**Run 1: metal 3**

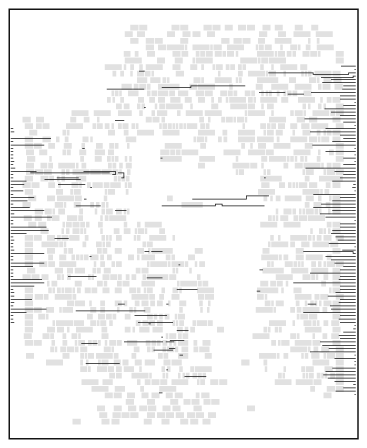
**Run 1: layout detail**

Window x 52 to 92, y 69 to 109 µm. Cells in gray, sequential cells in the stronger gray; small squares are vias.
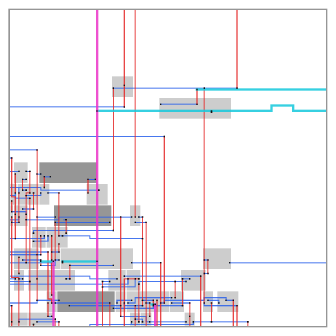
**Run 1: clock wiring as the flow saved it**

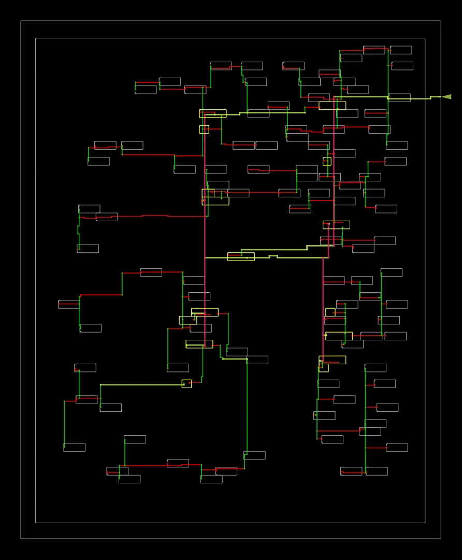
## config.mk

```make
export PLATFORM = sky130hd
export DESIGN_NAME = fetch_unit_flat
export DESIGN_NICKNAME = d
export VERILOG_FILES = /design/src/rtl/fetch_unit_if.sv /design/src/rtl/fetch_unit.sv /design/src/flat_wrapper.sv
export SDC_FILE = /design/constraint.sdc
export NUM_CORES = 1
export LEC_CHECK = 0
export CAP_MARGIN = 20
export CORE_ASPECT_RATIO = 1.25
export CORE_MARGIN = 5
export CORE_UTILIZATION = 30
export CTS_CLUSTER_SIZE = 25
export DETAILED_ROUTE_END_ITERATION = 12
export REMOVE_ABC_BUFFERS = 1
export SYNTH_ARGS = -nofsm -noshare
export SYNTH_HDL_FRONTEND = slang
export SYNTH_SLANG_ARGS = --single-unit
```

## constraint.sdc

```tcl
create_clock -name clk -period 4.1 [get_ports clk]
set_input_delay 0.41 -clock clk [delete_from_list [all_inputs] [get_ports clk]]
set_output_delay 0.41 -clock clk [all_outputs]
set_load 0.03 [all_outputs]
```

## src/rtl/fetch_unit_if.sv

```systemverilog
// Instruction-memory request/ack bus between the fetch stage and imem.
interface fetch_unit_if;
  logic        IMem_Req;
  logic [31:0] IMem_Addr;
  logic        IMem_Ack;
  logic [31:0] IMem_RData;

  modport master (
    output IMem_Req,
    output IMem_Addr,
    input  IMem_Ack,
    input  IMem_RData
  );

  modport slave (
    input  IMem_Req,
    input  IMem_Addr,
    output IMem_Ack,
    output IMem_RData
  );
endinterface

```

## src/rtl/fetch_unit.sv

```systemverilog
// PC / instruction fetch stage of the single-cycle core.
// Fetches one instruction per slot, computes next PC, halts on misalignment.
module fetch_unit #(
  parameter logic [31:0] RESET_PC  = 32'h0000_0000,
  parameter logic [31:0] NOP_INSTR = 32'h0000_0013
) (
  input  logic        clk,
  input  logic        rst,
  input  logic        Branch,
  input  logic        Zero,
  input  logic        Jump,
  input  logic [31:0] ImmExt,
  input  logic        Stall,
  fetch_unit_if.master imem,
  output logic [31:0] Instr,
  output logic [6:0]  OP_Code,
  output logic        InstrValid,
  output logic [31:0] PC,
  output logic [31:0] PC_Plus4,
  output logic        Fault,
  output logic [31:0] RetireCount
);

  typedef enum logic [1:0] {
    FETCH = 2'd0,
    EXEC  = 2'd1,
    HALT  = 2'd2
  } state_t;

  state_t      state_q, state_d;
  logic [31:0] pc_q, pc_d;
  logic [31:0] ir_q, ir_d;
  logic        fault_q, fault_d;
  logic [31:0] rc_q, rc_d;
  logic [31:0] pc_plus4;
  logic [31:0] pc_rel;
  logic [31:0] target;
  logic        take;

  assign pc_plus4 = pc_q + 32'd4;
  assign pc_rel   = pc_q + ImmExt;

  // Jump wins outright so an undefined Branch never leaks into the target.
  always_comb begin
    take = 1'b0;
    if (Jump)
      take = 1'b1;
    else if (Branch && Zero)
      take = 1'b1;
    target = take ? pc_rel : pc_plus4;
  end

  always_ff @(posedge clk) begin
    if (rst) begin
      state_q <= FETCH;
      pc_q    <= RESET_PC;
      ir_q    <= NOP_INSTR;
      fault_q <= 1'b0;
      rc_q    <= 32'd0;
    end else begin
      state_q <= state_d;
      pc_q    <= pc_d;
      ir_q    <= ir_d;
      fault_q <= fault_d;
      rc_q    <= rc_d;
    end
  end

  always_comb begin
    state_d = state_q;
    pc_d    = pc_q;
    ir_d    = ir_q;
    fault_d = fault_q;
    rc_d    = rc_q;
    unique case (state_q)
      FETCH: begin
        if (imem.IMem_Ack) begin
          ir_d    = imem.IMem_RData;
          state_d = EXEC;
        end
      end
      EXEC: begin
        if (!Stall) begin
          if (target[1:0] != 2'b00) begin
            fault_d = 1'b1;
            state_d = HALT;
          end else begin
            pc_d    = target;
            rc_d    = rc_q + 32'd1;
            state_d = FETCH;
          end
        end
      end
      HALT: begin
        fault_d = 1'b1;
      end
      default: begin
        state_d = HALT;
        fault_d = 1'b1;
      end
    endcase
  end

  assign imem.IMem_Req  = (state_q == FETCH);
  assign imem.IMem_Addr = pc_q;
  assign InstrValid     = (state_q == EXEC);
  assign Instr          = InstrValid ? ir_q : NOP_INSTR;
  assign OP_Code        = Instr[6:0];
  assign PC             = pc_q;
  assign PC_Plus4       = pc_plus4;
  assign Fault          = fault_q;
  assign RetireCount    = rc_q;

endmodule

```

## src/flat_wrapper.sv

```systemverilog
// flat-port wrapper written by rule: the top's interface ports become plain ports
module fetch_unit_flat 
#(
  parameter logic [31:0] RESET_PC  = 32'h0000_0000,
  parameter logic [31:0] NOP_INSTR = 32'h0000_0013
)
  (clk, rst, Branch, Zero, Jump, ImmExt, Stall, Instr, OP_Code, InstrValid, PC, PC_Plus4, Fault, RetireCount, imem_IMem_Req, imem_IMem_Addr, imem_IMem_Ack, imem_IMem_RData);
  fetch_unit_if imem_i ();
  input  logic clk;
  input  logic rst;
  input  logic Branch;
  input  logic Zero;
  input  logic Jump;
  input  logic [31:0] ImmExt;
  input  logic Stall;
  output logic [31:0] Instr;
  output logic [6:0] OP_Code;
  output logic InstrValid;
  output logic [31:0] PC;
  output logic [31:0] PC_Plus4;
  output logic Fault;
  output logic [31:0] RetireCount;
  output wire logic [$bits(imem_i.IMem_Req)-1:0] imem_IMem_Req;
  output wire logic [$bits(imem_i.IMem_Addr)-1:0] imem_IMem_Addr;
  input wire logic [$bits(imem_i.IMem_Ack)-1:0] imem_IMem_Ack;
  input wire logic [$bits(imem_i.IMem_RData)-1:0] imem_IMem_RData;
  assign imem_IMem_Req = imem_i.IMem_Req;
  assign imem_IMem_Addr = imem_i.IMem_Addr;
  assign imem_i.IMem_Ack = imem_IMem_Ack;
  assign imem_i.IMem_RData = imem_IMem_RData;
  fetch_unit #(.RESET_PC(RESET_PC), .NOP_INSTR(NOP_INSTR)) u_core (.clk(clk), .rst(rst), .Branch(Branch), .Zero(Zero), .Jump(Jump), .ImmExt(ImmExt), .Stall(Stall), .imem(imem_i), .Instr(Instr), .OP_Code(OP_Code), .InstrValid(InstrValid), .PC(PC), .PC_Plus4(PC_Plus4), .Fault(Fault), .RetireCount(RetireCount));
endmodule
```

==> results.txt, run 1 <==
Reports from this run.

- The total global-route track usage is between 10% and 20%.
- The total length of routed met3 wires is 1570 µm.
- The number of distinct library cells after synthesis reads roughly 60.
- After detailed placement, the total cell area comes to around 0.0091 mm².
- The maximum clock frequency is 270 MHz.
- Checking max transition, the worst relative margin is between 30% and 40%.
- The via count of the first global-routing pass reads 6690.
- The reported max-cap violation count is 0.
- Per the STA report, the cell with the highest stage delay on the worst path is sky130_fd_sc_hd__clkdlybuf4s50_1.
- The first-pass GRT wire length reads 35300 µm.
- The most used flip-flop cell after synthesis is sky130_fd_sc_hd__dfxtp_1.
- The tally of nets with antenna violations remaining after routing is 0.
- The clock slew seen by the registers of the worst setup and hold paths is 0.08 ns.
- The maximum vdd drop is 173 µV.
- The flow reported a cell area power density of 258 mW/mm².
- The number of buffers added by the clock tree synthesis step is 9.
- The maximum net fanout on the critical path reads 7.
- The multiplexer share of the synthesized area reads 0.317%.
- The synthesized netlist cell count is 888.
- The largest family of logic cells by area is simple AND/OR/NAND/NOR gates.
- Warnings reported by Yosys during synthesis add up to 0.
- The yosys synthesis chip area reads 0.00672 mm².
- The required time of the worst setup path reads 3.69 ns.
- Setup repair after global routing left no endpoint under its margin.
- The classification of the worst-slack hold path reads register to register.
- The area taken by flip-flops and latches reads 0.00198 mm².
- Dividing the detail-routed wire length by the instance count gives 16.4 µm.
- The post-cts repair resize count is 0.
- Clock latency on the worst-skew pair, taken at its later pin, is 0.36 ns.
- The area fraction in compound gates after synthesis reads 18.4%.
- The final non-filler cell total is 1356.
- The share of the core filled with cells in the final layout reads 42.6%.
- The register area share after synthesis reads 29.5%.
- The most common cell after layout, fill and taps aside is sky130_fd_sc_hd__clkdlybuf4s50_1.
- The final weighted congestion recorded by global placement is roughly 0.86.
- The worst path needs 3.70 ns of the cycle, external delays included.
- On the critical path the data arrives at roughly 3.3 ns.
- The cell type with the largest total area after synthesis is sky130_fd_sc_hd__dfxtp_1.
- Across all setup checks in the final design, the least slack found is 0.402 ns.
- Leaving out fill and tap cells, the most frequent cells in the layout are sky130_fd_sc_hd__clkdlybuf4s50_1, sky130_fd_sc_hd__nand2_1, sky130_fd_sc_hd__dfxtp_1, sky130_fd_sc_hd__nor2_1, sky130_fd_sc_hd__a21oi_1.
- The flip-flop and latch count after synthesis is 99.
- The worst-case reg-to-reg setup slack stands at around 0.9 ns.
- The total I/O pin count reads 241.
- The final critical path takes up 90.2% of the cycle.
- The number of antenna violations at the first check in global routing is 0.
- The worst setup path is of the register to output port kind.
- The count of instantiated cells in the yosys netlist is 888.
- The count of final hold-check violations reads 0.
- In this run, post-CTS hold repair placed 0 buffers.
- The summed negative setup slack over all endpoints reads 0 ns.
- The cell leakage power reads ~3.7 nW.
- The first TritonRoute pass finished after 4 iterations.
- The number of DRC violations after detailed-routing iteration 0 is approximately 260.
- The number of warnings in the stage logs reads 25.
- After detailed placement, the design holds a cell count of 1339.
- The met2 wire length is 10700 µm.
- By instance count, the leading cell after synthesis is sky130_fd_sc_hd__nand2_1.
- The number of antenna diodes in the final layout is 0.
- The reported net switching power reads 0.770 mW.
- In the final design database the tool counted 1173 nets.
- The clock tree root driver cell reads sky130_fd_sc_hd__clkbuf_16.
- The routed design shows a via density per instance of between 5 and 6.
- Relative to the synthesized area, the layout overhead comes to 40.3%.
- Per the OpenROAD floorplan log, the area of the die is 0.0255 mm².
- After detailed routing, the number of remaining DRC violations is 0.
- The count of H-tree levels built during CTS reads 3.
- The main area contributors are sky130_fd_sc_hd__dfxtp_1, sky130_fd_sc_hd__nand2_1, sky130_fd_sc_hd__ha_1.
- The worst setup path is captured at an output port.
- The cell area after synthesis reads 0.00672 mm².
- The total design power reads between 2 and 2.5 mW.
- The sequential share of power is ~42%.
- The run finished with clean final reports.
- The adder-cell share of the synthesized area reads under 10%.
- The fraction of final layout cells with drive strength greater than 1 reads 4.19%.
- The synthesized-area fraction occupied by and/or/nand/nor cells reads a little over a quarter.
- The largest stage delay on the critical path is approximately 0.70 ns.
- Once the clock tree was built, the setup fixing pass inserted 0 buffers.
- After floorplanning, the core was sized to cover between 0.02 and 0.025 mm².
- TritonCTS built the clock tree.
- The worst slack at placement is ~0.5 ns.
- The switching share of power reads 31.7%.
- The setup-violating endpoint count in the final report reads 0.
- The routed wirelength on the met1 layer is recorded as between 9000 and 10000 µm.
- The fraction of registers with async set/reset reads 0%.
- The cell internal power dissipation reads 1.66 mW.
- The highest metal layer with signal wires is met4.
- Averaged over all synthesized cells, the footprint is 7.57 µm².
- The portion of synthesized cell area occupied by the leading cell type is 29.5%.
- The transition at the pin with the smallest max-transition slack reads 0.981 ns.
About 'metal 3':
The wires run mostly horizontal. The longest straight run is 32.7 µm. The layer holds 7.1% of the routed length.
final wirelength: 22300 µm
met3 usage in global routing: 3.91%
total vias in the final route: 6797

About 'layout detail':
Key: magenta = M4; cyan = M3; blue = M1; red = M2
Most frequent: nand2_1 (6), nor2_1 (5). Netlist names of flops here include u_core.PC (3). Sequential cells in the window: 3. 34 logic cells have their middle in the window.

About 'clock wiring as the flow saved it':
clock distribution power: 0.868 mW
Setup Skew: 0.0134 ns
flop count: 99
clkbuf count: 9

run 1: layout make-up:
class	count	area share [%]
multi-input cells	692	44.8
repair buffers	256	26.9
flip-flops and latches	99	21.0
well taps	283	3.76
clock buffers	9	2.39
clock inverters	7	0.743
inverters	10	0.398
run 1: power by group through the flow:
stage | sequential (mW) | clock (mW) | combinational [mW]
final | 1.02 | 0.868 | 0.538
after global routing | 1.03 | 0.949 | 0.584
after CTS | 1.02 | 0.901 | 0.536
after detailed placement | 1.05 | 0 | 0.533
after global placement | 1.04 | 0 | 0.534
after floorplan | 1.08 | 0 | 0.256
run 1: final timing paths:
kind                          end       startpoint  depth (start not counted)
setup / recovery     PC_Plus4[30]     u_core.PC[3]                          8
hold / removal    u_core.ir_q[27]  u_core.ir_q[27]                          2
setup reg to reg    u_core.PC[31]     u_core.PC[6]                         10
hold reg to reg   u_core.ir_q[27]  u_core.ir_q[27]                          2
run 1: per-layer routing:
metal | GRT usage, % | vias to the layer above
met5 | 0 | -
met4 | 4.83 | 0
met3 | 3.91 | 31
met2 | 29.2 | 238
met1 | 21.3 | 3121
li1 | - | 3407
run 1: registers in the layout, indices dropped and copies added, names as in the netlist:
| signal | cells |
|---|---|
| u_core.Fault | 1 |
| u_core.PC | 32 |
| u_core.RetireCount | 32 |
| u_core.ir_q | 32 |
| u_core.state_q | 2 |
run 1: worst max-delay path: cells and delay by family (launching register included):
kind          cells  cell delay (ns)
buf+inv           1             0.70
fa+ha+maj         1             0.22
simple gates      5             1.34
xor+xnor          1             0.23
flops             1             0.45
run 1: cell families after synthesis:
family | after synthesis
AOI/OAI and AO/OA | 198
xor gates and xnor gates | 80
muxes | 2
DFF | 99
adders and majority gates | 34
and+or+nand+nor | 378
buffers and inverters | 97
==> run 2, diff against run 1 <==
Settings changed: CORE_MARGIN 5 to default, CTS_CLUSTER_DIAMETER from default to 150, SETUP_SLACK_MARGIN from default to 0.5.
**Run 2: clock wiring as the flow saved it**

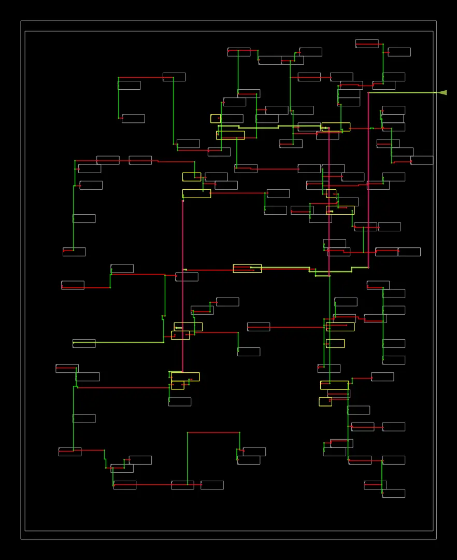
insertion delay to the later sink of the worst-skew pair: 0.37 ns
cts bufs inserted: 9

**Run 2: wiring heat map**

Bar = 50 µm. 27 x 34 tiles, from white (low) to dark blue (high), scaled to the fullest tile. Values are wire area over tile area, all layers added.
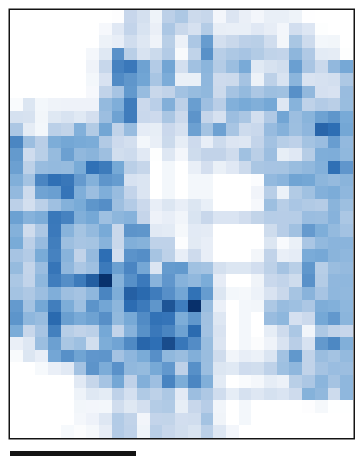
16% of the tiles are nearly empty. The densest ninth of the die: west. The mean over all tiles is 0.15. The emptiest ninth of the die: north-west. 16% of the tiles are over half the peak.
final wirelength: 21800 µm
post-detailed-route wirelength per cell: 16.1 µm
Total GRT Usage: 18.9%
total vias in the final route: 6820

==> run 2 against run 1 <==
Critical path depth unchanged. Synthesized cell count unchanged. Routed wire length down 2.2%. Global-route usage up 1.8 points. Utilization up 0.83 points. First-iteration DRC count up 2.3%. Sequential cell count unchanged. Synthesized area unchanged. Combinational power about the same. Clock-buffer cell count unchanged. Setup slack better by 0.27 ns. Largest cell class unchanged.
==> results.txt, run 2 <==
Reports from this run.

- The reported max-cap violation count is 0 (unchanged).
- For reference, the critical path cell chain is buf_4 > and4_2 > nand3_1 > nor3_2 > and2_1 > nand3_1 > xnor2_1 > clkdlybuf4s50_1.
- The via count of the first global-routing pass was 6532 (-2.4%).
- The multiplexer share of the synthesized area came to 0.317% (unchanged).
- The adder-cell share of the synthesized area is 6.44% (unchanged).
- The last weighted congestion value of the routability-driven placer is 0.851 (-1.4%).
- The number of warnings printed during yosys synthesis reads 0 (unchanged).
- The clock tree root driver cell reads sky130_fd_sc_hd__clkbuf_16.
- Per the cell usage report, the commonest logic cell in the layout is sky130_fd_sc_hd__clkdlybuf4s50_1.
- The kind of capture point of the worst setup path reads an output port.
- The share of the core filled with cells in the final layout is 43.4% (+0.83 points).
- The setup clock skew after layout was 0.0167 ns (+0.00326 ns).
- The setup-violating endpoint count in the final report is 0 (unchanged).
- The fraction of registers with async set/reset is 0% (unchanged).
- The transition at the pin with the smallest max-transition slack was 0.782 ns (-0.199 ns).
- The number of DRC violations after detailed-routing iteration 0 is 262 (+2.3%).
- The cell family with the largest share of critical-path delay is simple AND/OR/NAND/NOR gates.
- The post-route DRC violation count reads 0 (unchanged).
- The synthesized netlist cell count reads 888 (unchanged).
- TritonCTS built the clock tree.
- The number of rows in the core area reads 60.
- The maximum net fanout on the critical path is 7 (unchanged).
- The startpoint of the lowest-slack hold path is u_core.ir_q[29].
- The classification of the worst-slack hold path is register to register.
- The largest stage delay on the critical path was 0.69 ns (about the same).
- The portion of synthesized cell area occupied by the leading cell type came to 29.5% (unchanged).
- The worst slack at placement is 0.591 ns (+0.0778 ns).
- The critical path buffer and inverter count is 2 (+1).
- The total instance count after detailed placement was 1335 (-0.30%).
- Setup repair after global routing left no endpoint under its margin.
- Among the non-sequential cells, simple AND/OR/NAND/NOR gates take the most area.
- The maximum vdd drop reads 181 µV (+5.2%).
- The average cell area after synthesis is 7.57 µm² (unchanged).
- The maximum clock frequency is 292 MHz (+7.9%).
- The flip-flop and latch count after synthesis reads 99 (unchanged).
- The fraction of final layout cells with drive strength greater than 1 is 4.29% (+0.093 points).
- The summed negative setup slack over all endpoints reads 0 ns (unchanged).
- The number of antenna violations at the first check in global routing was 1 (+1).
- The class of the most critical setup path is register to output port.
- The count of H-tree levels built during CTS reads 3 (unchanged).
- The yosys synthesis chip area was 0.00672 mm² (unchanged).
- The placed wire-length estimate is between 15000 and 20000 µm.
- The area taken by flip-flops and latches reads 0.00198 mm² (about the same).
- The number of warnings in the stage logs reads 25 (unchanged).
- The cell leakage power is 3.79 nW (+3.8%).
- The core outline area was 0.0218 mm² (-1.6%).
- The final non-filler cell total came to 1353 (-0.22%).
- The final-stage net count came to 1173 (unchanged).
- The final critical delay including setup and external delays is 3.43 ns (-0.271 ns).
- The cell with the largest stage delay on the worst path is sky130_fd_sc_hd__clkdlybuf4s50_1.
- The area fraction in compound gates after synthesis reads 18.4% (unchanged).
- The count of final hold-check violations came to 0 (unchanged).
- The cell area after synthesis was 0.00672 mm² (unchanged).
- The die area reads 0.0230 mm² (-9.8%).
- The setup slack after layout is 0.674 ns (+0.271 ns).
- The number of buffers inserted by hold repair at cts came to 0 (unchanged).
- The required time of the worst setup path is 3.69 ns (about the same).
- The number of distinct library cells after synthesis is 60 (unchanged).
- The most used flip-flop cell after synthesis is sky130_fd_sc_hd__dfxtp_1.
- The clock slew seen by the registers of the worst setup and hold paths is 0.08 ns (about the same).
- The placed cell area is 0.00909 mm² (about the same).
- The total design power is 2.47 mW (+1.7%).
- The relative area change from synthesis to final layout is 40.7%.
- The total I/O pin count is 241 (unchanged).
- The first-pass GRT wire length came to 34100 µm (-3.2%).
- The register area share after synthesis is 29.5% (unchanged).
- The detailed-route vias per instance came to 5.04 (+0.56%).
- The worst slew margin relative to its limit came to 47.9% (+13 points).
- The synthesized-area fraction occupied by xor and xnor cells reads between 10% and 20%.
- Sorting the synthesized cells by area gives the leading types as sky130_fd_sc_hd__dfxtp_1, sky130_fd_sc_hd__nand2_1, sky130_fd_sc_hd__ha_1.
- The run finished with clean final reports.
- The post-CTS setup buffer count reads 0 (unchanged).
- The tally of nets with antenna violations remaining after routing reads 0 (unchanged).
- The iteration tally of the first detailed-router pass is 5 (+1).
- The count of instantiated cells in the yosys netlist came to 888 (unchanged).
- The arrival time of the worst setup path came to 3.02 ns (-0.27 ns).
- The most instantiated library cell after synthesis reads sky130_fd_sc_hd__nand2_1.
## run 2: where the power goes
group / internal, mW / switching (mW) / total (mW)
sequential: 0.994 / 0.0303 / 1.02
clock: 0.445 / 0.464 / 0.909
combinational: 0.234 / 0.303 / 0.537
## run 2: logic make-up (layout without fill, tap and decap cells)
| group | Yosys count | after routing |
|---|---|---|
| AOI/OAI and AO/OA | 198 | 198 |
| muxes | 2 | 2 |
| xor gates and xnor gates | 80 | 80 |
| other | 0 | 1 |
| adders and majority gates | 34 | 34 |
| DFF | 99 | 99 |
| and+or+nand+nor | 378 | 378 |
| buffers and inverters | 97 | 282 |
## run 2: metal layers
| metal | global-route usage (%) | wire length (µm) |
|---|---|---|
| met1 | 22.4 | 9200 |
| met4 | 5.89 | 331 |
| met2 | 33.9 | 10800 |
| met5 | 0 | 0 |
| met3 | 3.58 | 1490 |
## run 2: timing repair
action,CTS,global route
hold endpoints to repair,0,0
setup endpoints to repair,4,7
resized,4,8
## run 2: worst paths after layout
check                                        to  cells after the start
worst min-delay path            u_core.ir_q[29]                      2
worst min register to register  u_core.ir_q[29]                      2
worst max register to register    u_core.PC[31]                     10
worst max-delay path               PC_Plus4[29]                      8
## run 2: final cells by class
| class | count | area share, % |
|---|---|---|
| Sequential cell | 99 | 21.0 |
| Clock buffer | 9 | 2.38 |
| Multi-Input combinational cell | 692 | 44.6 |
| Tap cell | 279 | 3.69 |
| Clock inverter | 7 | 0.940 |
| Antenna cell | 1 | 0.0265 |
| Timing Repair Buffer | 256 | 27.0 |
| Inverter | 10 | 0.397 |
**Run 2: layout detail**

Window x 48 to 88, y 65 to 105 µm. Cells in gray, sequential cells in the stronger gray; small squares are vias.
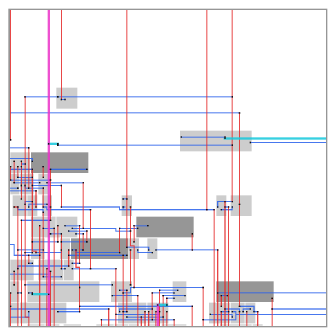

==> run 3, diff against run 2 <==
Clock period 4.1 ns to 3 ns, I/O delays scaled along.
**Run 3: layout detail**

Window x 48 to 88, y 65 to 105 µm. Cells in gray, sequential cells in the stronger gray; small squares are vias.
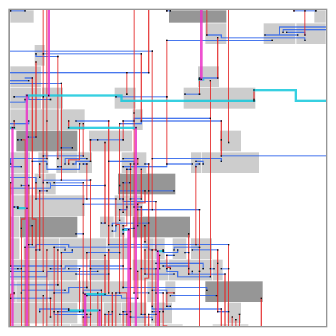
Key: magenta = M4; cyan = M3; red = M2; blue = M1
Most frequent: buf_4 (12), nor2_1 (8), nand2_1 (6). Netlist names of flops here include u_core.PC (5), u_core.RetireCount (1). 62 logic cells have their middle in the window. Sequential cells in the window: 6.

==> run 3 against run 2 <==
Total power increased by 42%. Sequential share of layout area decreased by 3.5 points. Via count increased by 9.1%. Critical path depth increased by 4. First-iteration DRC count decreased by 4.6%. Synthesized area unchanged. Hold slack got worse by 0.013 ns. Clock power increased by 33%. Routed wire length increased by 11%. Critical path type is now primary input to register. Largest cell class unchanged.
==> results.txt, run 3 <==
Reports from this run.

- The width of the chip is 136 µm.
- The total design power came to 3.50 mW (+42%).
- The number of warnings printed during yosys synthesis is 0 (unchanged).
- STA classifies the critical path endpoint as a register.
- The count of cells along the worst hold path was 2 (unchanged).
- Looking at the cell usage after synthesis, the top flip-flop cell is sky130_fd_sc_hd__dfxtp_1.
- TritonCTS built the clock tree.
- The register area share after synthesis came to 29.5% (unchanged).
- The setup-violating endpoint count in the final report is 0 (unchanged).
- The die area is 0.0230 mm² (unchanged).
- met2 is the most crowded layer.
- The met2 wire length was 12100 µm (+12%).
- The class of the most critical setup path reads primary input to register.
- The total length of routed met3 wires is 1590 µm (+7.2%).
- The max-slew violation count is 0.
- The number of DRC violations after detailed-routing iteration 0 came to 250 (-4.6%).
- The power of the sequential group is 1.39 mW (+36%).
- The top cell types in the final layout, fill and taps aside, are sky130_fd_sc_hd__clkdlybuf4s50_1, sky130_fd_sc_hd__buf_4, sky130_fd_sc_hd__nand2_1, sky130_fd_sc_hd__dfxtp_1, sky130_fd_sc_hd__nor2_1.
- Sorting the synthesized cells by how often they occur yields sky130_fd_sc_hd__nand2_1, sky130_fd_sc_hd__dfxtp_1, sky130_fd_sc_hd__nor2_1.
- By area the synthesized netlist is led by sky130_fd_sc_hd__dfxtp_1, sky130_fd_sc_hd__nand2_1, sky130_fd_sc_hd__ha_1.
- The clock slew seen by the registers of the worst setup and hold paths came to 0.08 ns (about the same).
- The average detailed-routed wire length per instance is 16.2 µm (+0.64%).
- The arrival time of the worst setup path is 3.06 ns (+0.04 ns).
- The number of warnings in the stage logs reads 27 (+8.0%).
- The synthesized netlist cell count came to 888 (unchanged).
- Setup repair after global routing could not meet its margin everywhere.
- The relative contribution of the clock network to total power is 34.6% (-2.2 points).
- The highest metal layer carrying signal wires in the routed design is met4.
- The port buffer count reads between 200 and 250.
- The clock net sink count is 99.
- The count of final hold-check violations is 0 (unchanged).
- The post-route DRC violation count is 0 (unchanged).
- The overall routed net length reads 24100 µm (+11%).
- The total global-route track usage was 20.3% (+1.4 points).
- The number of rows in the core area reads 60 (unchanged).
- The share of power burned in combinational logic is 25.6% (+3.9 points).
- The via count of the first global-routing pass is 7199 (+10%).
- The number of buffers added by the clock tree synthesis step came to 9 (unchanged).
- The number of distinct library cells after synthesis came to 60 (unchanged).
- The maximum clock frequency reads between 300 and 400 MHz.
- The tally of nets with antenna violations remaining after routing is 0 (unchanged).
- The initial standard-cell utilization of the core is 30.9%.
- The global route stage reports its total congestion overflow as 0.
- The internal reg-to-reg setup slack is 0.26 ns.
- The transition at the pin with the smallest max-transition slack reads 0.668 ns (-0.114 ns).
- The number of antenna violations at the first check in global routing is 1 (unchanged).
- The most common cell after layout, fill and taps aside is sky130_fd_sc_hd__clkdlybuf4s50_1.
- The placed cell area is 0.00974 mm² (+7.1%).
- The worst hold slack after final layout is 0.437 ns.
- The power of the clock network reads 1.21 mW (+33%).
- The finished cells cover about 0.012 mm².
- The detailed-route vias per instance is 5.01 (-0.70%).
- The most instantiated library cell after synthesis is sky130_fd_sc_hd__nand2_1.
- The classification of the worst-slack hold path is primary input to register.
- The count of instantiated cells in the yosys netlist came to 888 (unchanged).
- The first-pass GRT wire length is 36700 µm (+7.6%).
- The met2 global-route usage reads 36.6% (+2.8 points).
- The setup clock skew after layout is 0.00960 ns (-0.00705 ns).
- The reg-to-reg critical path startpoint reads u_core.PC[0].
- The endpoint with the worst hold slack reads u_core.PC[28].
- The maximum net fanout on the critical path is 4 (-3).
- The portion of synthesized cell area occupied by the leading cell type came to 29.5% (unchanged).
- The core outline area is 0.0218 mm² (unchanged).
- The required time of the worst setup path is 3.28 ns (-0.41 ns).
- The last weighted congestion value of the routability-driven placer reads 0.847 (-0.54%).
- The iteration tally of the first detailed-router pass is 4 (-1).
- The cell leakage power was 4.79 nW (+26%).
- The cell internal power dissipation reads 2.36 mW (+41%).
- The flip-flop and latch count after synthesis reads 99 (unchanged).
- The endpoint of the worst-slack reg-to-reg timing path reads u_core.PC[24].
- The final non-filler cell total is 1486 (+9.8%).
- The maximum vdd drop reads 247 µV (+36%).
- The worst path in the final design needs a cycle of 2.77 ns, including I/O delays and setup.
- The total routed wire length on the met1 layer is 9570 µm (+4.1%).
- The fraction of met3 tracks used by global routing is 3.61% (+0.030 points).
- The total via count after detailed routing is 7438 (+9.1%).
- The fraction of final layout cells with drive strength greater than 1 is 28.5% (+24 points).
- The startpoint kind of the worst setup timing path reads a primary input.
- The part of the cycle the worst path needs reads between 90% and 100%.
- The clock tree root driver cell is sky130_fd_sc_hd__clkbuf_16.
- The number of buffers inserted by hold repair at cts is 0 (unchanged).
- The sequential share of power reads 39.8% (-1.7 points).
- The critical path endpoint is u_core.PC[24].
- The switching share of power was 32.5% (+0.21 points).
- The average cell area after synthesis reads 7.57 µm² (unchanged).
- The cell area after synthesis came to 0.00672 mm² (unchanged).
- The fraction of registers with async set/reset is 0% (unchanged).
- The cell count of the worst reg-to-reg path is 12 (+2).
- The worst slew margin relative to its limit came to 55.5% (+7.6 points).
- The first element of the critical path is ImmExt[11].
- The yosys synthesis chip area is 0.00672 mm² (unchanged).
- The cell area power density reads 303 mW/mm².
- The reported max-cap violation count reads 0 (unchanged).
- The startpoint of the lowest-slack hold path reads rst.
- The total instance count after detailed placement reads 1413 (+5.8%).
- The flow ran to the end, and the final reports show no timing, DRC or antenna violations.
- The power group with the highest consumption is sequential cells.
- The synthesized design spends more area on one cell type than any other, namely sky130_fd_sc_hd__dfxtp_1.
- The reported net switching power is 1.14 mW (+43%).
- In this run, synthesis inferred 0 flip-flops with an integrated enable.
- The largest net degree at the start of global routing reads 56.
- The relative area change from synthesis to final layout reads 72.0%.
- The placed wire-length estimate reads 17100 µm (+4.8%).
- The worst-skew pair later-pin latency is 0.36 ns (about the same).
- The share of the core filled with cells in the final layout is 53.1% (+9.7 points).
- The largest buffer count on any clock path is 2.
- The total I/O pin count was 241 (unchanged).
- The height of the chip is roughly 170 µm.
- The final-stage net count is 1306 (+11%).
- The combinational power came to 0.896 mW (+67%).
- The count of H-tree levels built during CTS came to 3 (unchanged).
- The met1 capacity usage during global routing is 22.4% (+0.027 points).
**Run 3: metal 3**

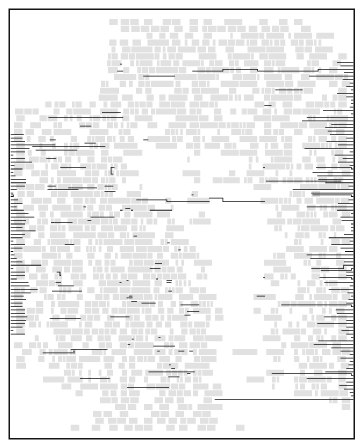
The layer holds 6.6% of the routed length. The layer carries 1590 µm of wire. The wires run mostly horizontal. The longest straight run is 54.5 µm.

run 3: final cells by class:
cell class / count / area (µm²)
clock buffer: 9 / 225
antenna: 1 / 2.50
fill: 2033 / 10200
clock inverter: 7 / 81.3
multi-input combinational: 692 / 5160
timing repair buffer: 389 / 3690
tap: 279 / 349
sequential: 99 / 2020
inverter: 10 / 37.5
run 3: repair_timing:
| item | CTS | global route |
|---|---|---|
| setup endpoints to repair | 76 | 104 |
| setup buffers | 30 | 26 |
| resized | 179 | 137 |
| gates cloned | 0 | 0 |
| pin swaps | 71 | 65 |
run 3: cell families after synthesis:
group	Yosys count	share of synthesized area (%)
AOI/OAI and AO/OA	198	18.4
xor gates and xnor gates	80	10.4
adders and majority gates	34	6.44
buffers and inverters	97	7.91
DFF	99	29.5
muxes	2	0.317
and+or+nand+nor	378	27.0
run 3: critical path, stage by stage:
cell and delay, ns:
sky130_fd_sc_hd__clkdlybuf4s50_1 0.43, sky130_fd_sc_hd__ha_1 0.34, sky130_fd_sc_hd__buf_4 0.17, sky130_fd_sc_hd__a21oi_1 0.33, sky130_fd_sc_hd__and2_1 0.27, sky130_fd_sc_hd__a211oi_2 0.10, sky130_fd_sc_hd__buf_4 0.15, sky130_fd_sc_hd__or3_1 0.32
sky130_fd_sc_hd__a21oi_2 0.21, sky130_fd_sc_hd__xnor2_2 0.14, sky130_fd_sc_hd__nand2_1 0.11, sky130_fd_sc_hd__a211oi_2 0.19
run 3: through the flow:
step	TNS (ns)	setup slack, ns
after floorplan	-52.61	-1.29
after global placement	-1.62	-0.315
after detailed placement	-1.64	-0.324
after CTS	0	0.276
after global routing	0	0.147
final	0	0.228
Power and IR drop assume default switching activity.
